`src/rtl/simon_pkg.sv`:
```
// Shared widths, state encoding and record types for the SIMON pipeline scheduler.
package simon_pkg;
    localparam int SIMON_LAT = 32;
    localparam int BLK_W     = 32;
    localparam int KEY_W     = 64;

    typedef enum logic [1:0] {
        ST_RUN,
        ST_DRAIN,
        ST_LOAD
    } sched_state_e;

    typedef struct packed {
        logic valid;
        logic id;
    } tag_t;

    typedef struct packed {
        logic             id;
        logic [BLK_W-1:0] data;
    } rsp_t;
endpackage

```
`src/rtl/simon_res_fifo.sv`:
```
// Result buffer: first-word-fall-through FIFO whose head word and valid flag are registers.
module simon_res_fifo
    import simon_pkg::*;
#(
    parameter int DEPTH = 8,
    parameter int W     = $bits(rsp_t)
) (
    input  logic                       clk,
    input  logic                       rst,
    input  logic                       push_i,
    input  logic [W-1:0]               push_data_i,
    input  logic                       pop_i,
    output logic                       valid_o,
    output logic [W-1:0]               data_o,
    output logic [$clog2(DEPTH+1)-1:0] count_o
);
    localparam int AW = $clog2(DEPTH);
    localparam int CW = $clog2(DEPTH+1);

    logic [W-1:0]  mem_q [DEPTH];
    logic [AW-1:0] wr_ptr_q, wr_ptr_d, rd_ptr_q, rd_ptr_d;
    logic [CW-1:0] count_q, count_d;
    logic          valid_q, valid_d;
    logic [W-1:0]  data_q, data_d;
    logic          do_push, do_pop;

    assign do_pop  = pop_i & valid_q;
    assign do_push = push_i & ((count_q != CW'(DEPTH)) | do_pop);

    // NOTE: every output of this block gets a default first, so no path can infer a latch.
    always_comb begin
        wr_ptr_d = wr_ptr_q + AW'(do_push);
        rd_ptr_d = rd_ptr_q + AW'(do_pop);
        count_d  = count_q + CW'(do_push) - CW'(do_pop);
        valid_d  = (count_d != '0);
        data_d   = '0;
        if (count_d != '0) begin
            // The word being written this edge becomes the head when nothing else remains.
            if ((count_q - CW'(do_pop)) == '0) data_d = push_data_i;
            else                              data_d = mem_q[rd_ptr_d];
        end
    end

    // NOTE: state registers use non-blocking assignments so all flops update together at the edge.
    always_ff @(posedge clk or negedge rst) begin
        if (!rst) begin
            wr_ptr_q <= '0;
            rd_ptr_q <= '0;
            count_q  <= '0;
            valid_q  <= 1'b0;
            data_q   <= '0;
        end else begin
            wr_ptr_q <= wr_ptr_d;
            rd_ptr_q <= rd_ptr_d;
            count_q  <= count_d;
            valid_q  <= valid_d;
            data_q   <= data_d;
        end
    end

    // NOTE: storage is not reset; the pointers and count alone decide which words are live.
    always_ff @(posedge clk) begin
        if (do_push) mem_q[wr_ptr_q] <= push_data_i;
    end

    assign valid_o = valid_q;
    assign data_o  = data_q;
    assign count_o = count_q;
endmodule

```
`src/rtl/simon_pipe_sched.sv`:
```
// Round-robin issue of two requesters into an external SIMON pipeline, with in-order result return and key reload.
module simon_pipe_sched
    import simon_pkg::*;
#(
    parameter int LAT        = SIMON_LAT,
    parameter int FIFO_DEPTH = 8
) (
    input  logic             clk,
    input  logic             rst,
    input  logic             req0_valid,
    input  logic [BLK_W-1:0] req0_data,
    output logic             req0_ready,
    input  logic             req1_valid,
    input  logic [BLK_W-1:0] req1_data,
    output logic             req1_ready,
    input  logic             key_valid,
    input  logic [KEY_W-1:0] key_data,
    output logic             key_ready,
    output logic [BLK_W-1:0] pipe_pt,
    output logic [KEY_W-1:0] pipe_key,
    input  logic [BLK_W-1:0] pipe_ct,
    output logic             rsp_valid,
    input  logic             rsp_ready,
    output logic [BLK_W-1:0] rsp_data,
    output logic             rsp_id
);
    localparam int IW = $clog2(LAT+1);
    localparam int CW = $clog2(FIFO_DEPTH+1);
    localparam int SW = ((IW > CW) ? IW : CW) + 1;

    sched_state_e     state_q;
    logic [KEY_W-1:0] key_q;
    logic             key_ready_q;
    logic             rr_q;
    tag_t             tag_q [LAT];
    logic [IW-1:0]    inflight_q, inflight_d;
    logic [CW-1:0]    fifo_count;
    logic [SW-1:0]    used;
    logic             can_issue, grant0, grant1, grant, tag_exit;
    rsp_t             fifo_in, fifo_out;

    // Credit covers both in-flight blocks and buffered results, so the FIFO can never overflow.
    assign used      = SW'(inflight_q) + SW'(fifo_count);
    assign can_issue = rst & (state_q == ST_RUN) & ~key_valid & (used < SW'(FIFO_DEPTH));
    assign grant0    = can_issue & req0_valid & (~req1_valid | ~rr_q);
    assign grant1    = can_issue & req1_valid & (~req0_valid | rr_q);
    assign grant     = grant0 | grant1;
    assign tag_exit  = tag_q[LAT-1].valid;

    assign req0_ready = grant0;
    assign req1_ready = grant1;
    assign key_ready  = key_ready_q;
    assign pipe_key   = key_q;

    always_comb begin
        pipe_pt = '0;
        if (grant0)      pipe_pt = req0_data;
        else if (grant1) pipe_pt = req1_data;
    end

    always_comb begin
        inflight_d = inflight_q;
        case ({grant, tag_exit})
            2'b10:   inflight_d = inflight_q + 1'b1;
            2'b01:   inflight_d = inflight_q - 1'b1;
            default: inflight_d = inflight_q;
        endcase
    end

    always_ff @(posedge clk or negedge rst) begin
        if (!rst) begin
            for (int i = 0; i < LAT; i++) tag_q[i] <= '0;
            inflight_q <= '0;
            rr_q       <= 1'b0;
        end else begin
            tag_q[0] <= '{valid: grant, id: grant1};
            for (int i = 1; i < LAT; i++) tag_q[i] <= tag_q[i-1];
            inflight_q <= inflight_d;
            if (grant0)      rr_q <= 1'b1;
            else if (grant1) rr_q <= 1'b0;
        end
    end

    always_ff @(posedge clk or negedge rst) begin
        if (!rst) begin
            state_q     <= ST_RUN;
            key_q       <= '0;
            key_ready_q <= 1'b0;
        end else begin
            key_ready_q <= 1'b0;
            case (state_q)
                ST_RUN: if (key_valid) state_q <= ST_DRAIN;
                ST_DRAIN: begin
                    if (key_valid && (inflight_q == '0)) begin
                        state_q     <= ST_LOAD;
                        key_ready_q <= 1'b1;
                    end
                end
                ST_LOAD: begin
                    key_q   <= key_data;
                    state_q <= ST_RUN;
                end
                default: state_q <= ST_RUN;
            endcase
        end
    end

    assign fifo_in = '{id: tag_q[LAT-1].id, data: pipe_ct};

    simon_res_fifo #(
        .DEPTH (FIFO_DEPTH),
        .W     ($bits(rsp_t))
    ) u_res_fifo (
        .clk         (clk),
        .rst         (rst),
        .push_i      (tag_exit),
        .push_data_i (fifo_in),
        .pop_i       (rsp_ready),
        .valid_o     (rsp_valid),
        .data_o      (fifo_out),
        .count_o     (fifo_count)
    );

    assign rsp_data = fifo_out.data;
    assign rsp_id   = fifo_out.id;
endmodule

```
`config.mk`:
```
export PLATFORM = sky130hd
export DESIGN_NAME = simon_pipe_sched
export DESIGN_NICKNAME = d
export VERILOG_FILES = /design/src/rtl/simon_pkg.sv /design/src/rtl/simon_res_fifo.sv /design/src/rtl/simon_pipe_sched.sv
export SDC_FILE = /design/constraint.sdc
export NUM_CORES = 1
export LEC_CHECK = 0
export CORE_AREA = 8 8 217 219
export CTS_BUF_LIST = sky130_fd_sc_hd__clkbuf_16
export DETAILED_ROUTE_END_ITERATION = 16
export DIE_AREA = 0 0 225 227
export MAX_ROUTING_LAYER = met4
export PLACE_DENSITY = 0.71
export SLEW_MARGIN = 15
export SYNTH_ARGS = -nofsm -noshare
export SYNTH_HDL_FRONTEND = slang
export SYNTH_SLANG_ARGS = --single-unit
export TNS_END_PERCENT = 5
```
`constraint.sdc`:
```
create_clock -name clk -period 9.3 [get_ports clk]
set_input_delay 1.86 -clock clk [delete_from_list [all_inputs] [get_ports clk]]
set_output_delay 1.86 -clock clk [all_outputs]
set_load 0.05 [all_outputs]
```
==> images/pinout.png <==
(1.5 px per um) Pins as bars across the die edge, other pins in grey.
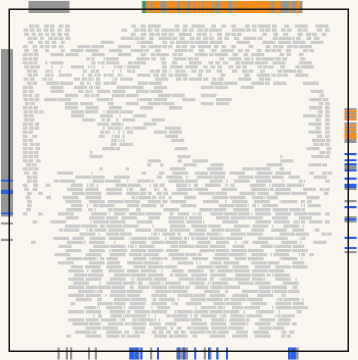
- rsp_data: blue (pins 32; direction output; edge 17 south, 11 east, 4 west)
- pipe_key: orange (pins 64; direction output; edge 56 north, 8 east)
- key_valid: green (pins 1; direction input; edge north)
- all pins by edge: 145 north, 84 west, 36 south, 34 east

==> images/util_map.png <==
(1.5 px per um) The die is cut into 22 by 23 equal tiles; black is low, pale yellow is high, 0 to 100% covered.
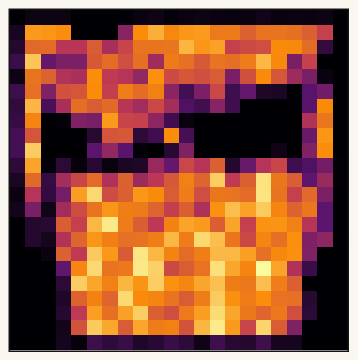
- densest ninth of the die: south
- tiles over 75% full: 17%
- fullest tile: 99%
- mean over tiles: 42%
- nearly empty tiles: 20%

==> CHANGELOG.md <==
## Flow update

- IO Pins: around 300
- End point of the critical path: pipe_pt[3]
- Ys cells: 904
- Number of routed nets with antenna violations: 0
- Logic share of the area: 18.30%
- CTS tree: done
- Final Cycle Share: 72.59%
- Seq cells: 446
- Largest net degree at the start of global routing: 110
- Syn_nets: around 1.1k
- Clock Pin Slew Worst Setup and Hold Paths: 60 ps
- CP peak stage delay: around 810 ps
- CP required: 7440 ps
- RSZ-0062 raised after global routing: no
- First DRT Iteration DRCs: 785
- Buffer and inverter count on the worst path: 3
- Most common cell in the netlist: edfxtp_1
- DRC violations left: 0
- Clock buffer count: 47
- Top Layout Cells: clkdlybuf4s50_1 (297), edfxtp_1 (264), dfrtp_1 (182)
- Crit. path cell count: 7
- CTS max path bufs: 3
- Register area: 12480 um2
- Routed length per instance: about 21 um
- Seq share, synth: 74.29%
- Hold Buf Count CTS: 0
- Die H: 227 um
- Number of diodes: 6
- Max rail drop VDD: 0.1777 mV
- Port-buffer cells: 298
- CTS Buf Count: 46
- Synthesized registers: 446
- Rows: ~77
- CP cell instances: clkbuf_8 -> nor3b_1 -> o2111a_2 -> and3_1 -> buf_4 -> a22o_1 -> clkdlybuf4s50_1
- Routability cong.: 0.7364
- Min Hold Slack: around 350 ps
- Combinational gates: 391
- Top class by area: flip-flops and latches
- Area Overhead vs Synth: 31.62%
- Status: finished, final reports clean
## stage by stage
| stage | utilization (%) | instances | worst slack, ps | total power [mW] | instance area (um2) |
|---|---|---|---|---|---|
| 2_1_floorplan | - | 904 | 4243 | 4.586 | 16800 |
| 3_3_place_gp | 46.82 | 1758 | 2568 | 5.509 | 20430 |
| 3_5_place_dp | 46.82 | 1758 | 2482 | 5.552 | 20430 |
| 4_1_cts | 50.64 | 1844 | 2452 | 7.567 | 22100 |
| 5_1_grt | 50.67 | 1850 | 2254 | 7.821 | 22110 |
| 6_report | 50.67 | 1850 | 2549 | 7.464 | 22110 |
## sequential cells by signal (all words and copies together), names as in the netlist
| name | count |
|---|---|
| u_res_fifo.wr_ptr_q | 3 |
| key_ready | 1 |
| tag_exit | 1 |
| pipe_key | 64 |
| state_q | 2 |
| u_res_fifo.count_o | 4 |
| u_res_fifo.data_o | 33 |
| u_res_fifo.rd_ptr_q | 3 |
| rr_q | 1 |
| u_res_fifo.mem_q | 264 |
| fifo_in | 1 |
| u_res_fifo.valid_o | 1 |
| tag_q | 62 |
| inflight_q | 6 |
## cells by family (layout without fill, tap and decap cells)
kind of cell | count (synthesis) | after routing | synth area share, %
and+or+nand+nor | 143 | 143 | 3.701
AOI/OAI and AO/OA | 84 | 84 | 4.379
buffers and inverters | 67 | 415 | 2.242
xor gates and xnor gates | 13 | 13 | 0.6777
muxes | 133 | 133 | 13.32
adders and majority gates | 18 | 18 | 1.385
DFF | 446 | 446 | 74.29
other | 0 | 6 | 0
## metal layers
metal	up-vias	share of wire [%]	global-route usage, %
met1	4831	40	18.75
li1	4126	-	-
met4	0	2.6	4.938
met2	292	51	25.23
met3	64	5.9	3.555
met5	-	0	-
Power and IR drop assume default switching activity.
